### src/rtl/shift_unit_pipe.sv
`default_nettype none
// ============================================================================
// Module   : shift_unit_pipe
// Brief    : Two-stage valid/ready 32-bit shifter (ROL/LSL/LSR/ASR) with flags.
// Revision : 1.0
// ============================================================================
module shift_unit_pipe (
   input  logic        clk,
   input  logic        rst,
   input  logic        in_valid,
   output logic        in_ready,
   input  logic [31:0] A,
   input  logic [4:0]  shift,
   input  logic [1:0]  op,
   output logic        out_valid,
   input  logic        out_ready,
   output logic [31:0] OutA,
   output logic        carry,
   output logic        zero,
   output logic        neg
);

   localparam logic [1:0] c_OP_ROL = 2'b00;
   localparam logic [1:0] c_OP_LSL = 2'b01;
   localparam logic [1:0] c_OP_LSR = 2'b10;
   localparam logic [1:0] c_OP_ASR = 2'b11;

   logic        r_s1_valid;
   logic [31:0] r_s1_rot;
   logic [31:0] r_s1_a;
   logic [4:0]  r_s1_sh;
   logic [1:0]  r_s1_op;

   logic        r_s2_valid;
   logic [31:0] r_out;
   logic        r_carry;
   logic        r_zero;
   logic        r_neg;

   logic        w_s1_en;
   logic        w_s2_en;
   logic [63:0] w_rol_dbl;
   logic [63:0] w_ror_dbl;
   logic [31:0] w_ror;
   logic [31:0] w_lo_mask;
   logic [31:0] w_hi_mask;
   logic [4:0]  w_lsl_idx;
   logic [4:0]  w_lsr_idx;
   logic [31:0] w_res;
   logic        w_carry;

   // rst forces the enables high so in_ready reads 1 throughout reset.
   assign w_s2_en  = rst | ~r_s2_valid | out_ready;
   assign w_s1_en  = ~r_s1_valid | w_s2_en;
   assign in_ready = w_s1_en;

   assign w_rol_dbl = {A, A} << shift;

   always_ff @(posedge clk) begin
      if (rst) begin
         r_s1_valid <= 1'b0;
      end else if (w_s1_en) begin
         r_s1_valid <= in_valid;
         if (in_valid) begin
            r_s1_rot <= w_rol_dbl[63:32];
            r_s1_a   <= A;
            r_s1_sh  <= shift;
            r_s1_op  <= op;
         end
      end
   end

   // Right shifts reuse a rotate-right of the held operand, then mask the top.
   assign w_ror_dbl = {r_s1_a, r_s1_a} >> r_s1_sh;
   assign w_ror     = w_ror_dbl[31:0];
   assign w_lo_mask = (32'h0000_0001 << r_s1_sh) - 32'h0000_0001;
   assign w_hi_mask = ~(32'hFFFF_FFFF >> r_s1_sh);
   assign w_lsl_idx = 5'd0 - r_s1_sh;
   assign w_lsr_idx = r_s1_sh - 5'd1;

   always_comb begin
      w_res   = r_s1_rot;
      w_carry = 1'b0;
      case (r_s1_op)
         c_OP_ROL: begin
            w_res   = r_s1_rot;
            w_carry = r_s1_rot[0];
         end
         c_OP_LSL: begin
            w_res   = r_s1_rot & ~w_lo_mask;
            w_carry = r_s1_a[w_lsl_idx];
         end
         c_OP_LSR: begin
            w_res   = w_ror & ~w_hi_mask;
            w_carry = r_s1_a[w_lsr_idx];
         end
         c_OP_ASR: begin
            w_res   = (w_ror & ~w_hi_mask) | ({32{r_s1_a[31]}} & w_hi_mask);
            w_carry = r_s1_a[w_lsr_idx];
         end
         default: begin
            w_res   = r_s1_rot;
            w_carry = 1'b0;
         end
      endcase
      if (r_s1_sh == 5'd0) begin
         w_carry = 1'b0;
      end
   end

   always_ff @(posedge clk) begin
      if (rst) begin
         r_s2_valid <= 1'b0;
         r_out      <= 32'h0000_0000;
         r_carry    <= 1'b0;
         r_zero     <= 1'b0;
         r_neg      <= 1'b0;
      end else if (w_s2_en) begin
         r_s2_valid <= r_s1_valid;
         if (r_s1_valid) begin
            r_out   <= w_res;
            r_carry <= w_carry;
            r_zero  <= (w_res == 32'h0000_0000);
            r_neg   <= w_res[31];
         end
      end
   end

   assign out_valid = r_s2_valid;
   assign OutA      = r_out;
   assign carry     = r_carry;
   assign zero      = r_zero;
   assign neg       = r_neg;

endmodule
`default_nettype wire
### config.mk
export PLATFORM = sky130hd
export DESIGN_NAME = shift_unit_pipe
export DESIGN_NICKNAME = d
export VERILOG_FILES = /design/src/rtl/shift_unit_pipe.sv
export SDC_FILE = /design/constraint.sdc
export NUM_CORES = 1
export LEC_CHECK = 0
export CAP_MARGIN = 25
export CORE_MARGIN = 2
export CORE_UTILIZATION = 53
export DETAILED_ROUTE_END_ITERATION = 8
export PLACE_DENSITY = 0.76
export REMOVE_ABC_BUFFERS = 1
export SLEW_MARGIN = 15
export SYNTH_ARGS = -nofsm -noshare
export SYNTH_HDL_FRONTEND = slang
export SYNTH_SLANG_ARGS = --single-unit
### constraint.sdc
create_clock -name clk -period 5.29 [get_ports clk]
set_input_delay 1.058 -clock clk [delete_from_list [all_inputs] [get_ports clk]]
set_output_delay 1.058 -clock clk [all_outputs]
set_load 0.1 [all_outputs]
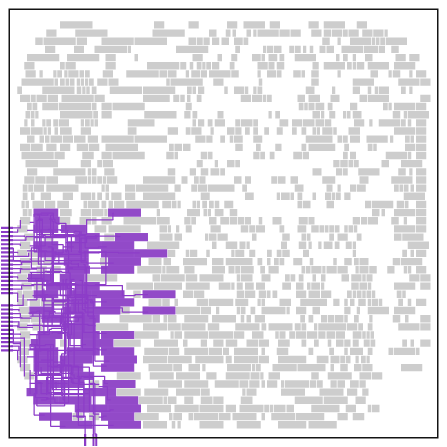
(wires at chosen ports, followed through buffers)
(3 px per um)
legend:
  A:
    color: purple
    bits: 32
    direction: input
    end_cells: 64
    buffers: 32
    wire: 2000 um

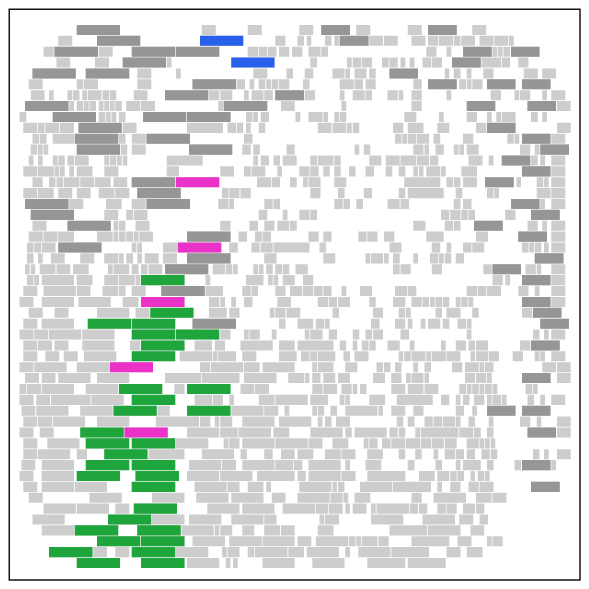
(register map, names as in the netlist)
(4 px per um) Other sequential cells in the stronger gray, the rest of the logic in the fainter gray.
legend:
  r_s1_op:
    color: blue
    placed_flops: 2
  r_s1_a:
    color: green
    placed_flops: 32
  r_s1_sh:
    color: magenta
    placed_flops: 5
    where: middle left
not colored: 68

==> ci_impl_report.md <==
## Synthesis and layout report

| Metric | Value |
|---|---|
| Total core area | approximately 19000 um^2 |
| Synthesized registers | 107 |
| Met2 GRT Util | 53.8% |
| Final Hold Vio Count | 0 |
| Placed Cells | roughly 1200 |
| Core Util at FP | 54.0% |
| Initial antenna violation count | 0 |
| Ys flop type | edfxtp_1 |
| Sequential power | 1.01 mW |
| Syn Std Cell Area | 10100 um^2 |
| Crit path launch type | flip-flop |
| Post-route minimum period | 4.15 ns |
| CP Capture Type | flip-flop |
| Clk cell area share | under 10% |
| Drt via density | about 7.4 |
| Routed WL | 35.3 mm |
| Max_cap viols | 0 |
| GRT overflow | 0 |
| Wirelength per Cell | approximately 28 um |
| Clock-pin slew on the worst setup and hold paths | 0.07 ns |
| Leading area contributor after synthesis | edfxtp_1 |
| First-pass GRT wire length | between 50 and 60 mm |
| Peak supply drop | 0.000193 V |
| DRT antenna net count | 0 |
| Worst reg2reg path depth | 10 |
| Setup Skew | 0.0144 ns |
| Slew Limit Headroom | 33.9% |
| Clock sinks | 107 |
| ANT cells | 0 |
| I/O Pins | 80 |
| Busiest layer in global routing | met2 |
| Most frequent logic cell in the layout | nand2_1 |
| Sw Pwr | 0.923 mW |
| Final cell utilization of the core | 59.9% |
| Dpl cell area | 10900 um^2 |
| Req. time, crit path | 5.58 ns |
| Top power group | sequential cells |
| Internal power | 1.66 mW |
| Slew Viols, Final | 0 |
| Fin crit share | 78.4% |
| # rows | approximately 50 |
| Nets | about 1100 |
| Top cells excl fill/tap | nand2_1, mux4_2, mux2i_1, clkdlybuf4s50_1, edfxtp_1 |
| Path type of the worst setup path | reg2reg |
| H-tree levels | 3 |
| CP Data Arrival Time | about 4.4 ns |
| Flops | approximately 110 |
| Yosys cell count | approximately 1000 |
| CP max-delay cell | ha_1 |
| Largest class | multi-input combinational cells |
| Vias | 9256 |
| Syn avg cell area | 10.1 um^2 |
| Die H | 142 um |
| Status | completed |
| Yosys cell types | 81 |
| R2r setup slk | 1.14 ns |
| Final Power | roughly 2.6 mW |
| First-pass DRT Iterations | 7 |
| Crit path launch | r_s1_sh[1]$_DFFE_PP_ |
| N_taps | 234 |
| Remaining DRCs | 0 |
| Final Cell Area | 11200 um^2 |
| Number of gates resized after cts | 0 |
| Reg-to-reg endpoint | zero$_SDFFE_PP0P_ |
| Share of the synthesized area in the top cell type | 21.0% |
| Gpl congestion | 0.979 |
| Async set-reset flop share out of synthesis | 0% |
| Gate count after technology mapping | 1005 |
| Post-CTS Repair Setup Buffers | 0 |
| Drt initial violations | approximately 1200 |
| Simple-gate share of the synthesized area | 13.1% |
| Sw Ratio | 35.7% |
| Unrepaired setup endpoints after global routing | false |
| Met1 Use GR | 50.1% |
| Post-synth EDFFs | 71 |
| Non-clk bufs | 106 |
| Post-synthesis compound-gate area fraction | between 10% and 20% |
| Worst path buffer plus inverter count | 1 |
| Die Span X | 142 um |
| Area fraction in mux cells | 33.2% |
| Comb pwr share | approximately 33% |
| Least-Margin Pin Slew | 0.988 ns |
| Pwr Density | 230 nW/um^2 |
| LEAKAGE | 3.92 nW |
| Layout cells sized above 1 | 18.1% |
| Dominant combinational family | multiplexers |
| Number of global-route vias before repair | ~8600 |
| DP Wirelength | 26.1 mm |
| Max Freq | 241 MHz |
| Non-clk invs | 22 |
| Area Overhead vs Synth | 10.8% |
| GRT Total Usage | 35.6% |
| Clock buffer depth | 2 |
| Clk root buf | clkbuf_16 |
| Cts hold-fix bufs | 0 |
| Area occupied by multi-input gates | 6690 um^2 |
| CP Capture Point | zero$_SDFFE_PP0P_ |
| Latency at later pin | 0.37 ns |
| Fraction of area in registers | 25.4% |
| WP depth | 10 |
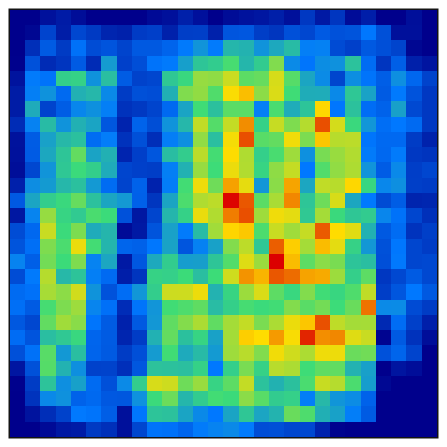
(wiring heat map)
(3 px per um) The die is cut into 28 by 28 equal tiles; dark blue is low, red is high, scaled to the fullest tile. Values are wire area over tile area, all layers added.
nearly empty tiles: 5.7%
densest ninth of the die: center
mean over tiles: 0.30
tiles over half the peak: 28%
fullest tile: 0.85
emptiest ninth of the die: upper left

worst min-delay path by stage:
stage                             from                endpoint  slack, ns
4_1_cts           OutA[7]$_SDFFE_PP0P_    OutA[7]$_SDFFE_PP0P_       0.46
5_1_grt           OutA[3]$_SDFFE_PP0P_    OutA[3]$_SDFFE_PP0P_       0.48
6_report          OutA[7]$_SDFFE_PP0P_    OutA[7]$_SDFFE_PP0P_       0.45
3_5_place_dp      OutA[7]$_SDFFE_PP0P_    OutA[7]$_SDFFE_PP0P_       0.45
2_1_floorplan  r_s1_valid$_SDFFE_PP0P_  out_valid$_SDFFE_PP0P_       0.47
3_3_place_gp      OutA[7]$_SDFFE_PP0P_    OutA[7]$_SDFFE_PP0P_       0.44
metrics by stage:
step                      setup WS (ns)  hold slack (ns)
after floorplan                  -0.430            0.473
after global placement             1.21            0.442
after detailed placement           1.21            0.449
after CTS                          1.18            0.459
after global routing              0.912            0.476
final                              1.14            0.454
state kept, by name, indices dropped and copies added (netlist names):
register / count
out_valid: 1
r_s1_rot: 32
r_s1_a: 32
carry: 1
r_s1_valid: 1
zero: 1
r_s1_sh: 5
r_s1_op: 2
OutA: 32
Yosys cell counts, types with 13 or more instances:
library cell,count
nand2_1,107
mux4_2,86
mux2i_1,76
edfxtp_1,71
o21ai_0,65
clkbuf_1,59
nor2_1,59
a21oi_1,51
dfxtp_1,36
mux2_2,35
a211oi_1,29
inv_1,22
nor3_1,21
buf_2,19
a31oi_1,18
nand3_1,16
buf_1,15
nor2b_1,13
metal layers:
layer	routed length, um	up-vias	part of all wire (%)
met3	3620	115	10
met4	1910	0	5.4
met5	0	-	0
met1	14000	4528	40
met2	15800	631	45
li1	-	3982	-
Power is estimated from default activity; no workload was simulated.
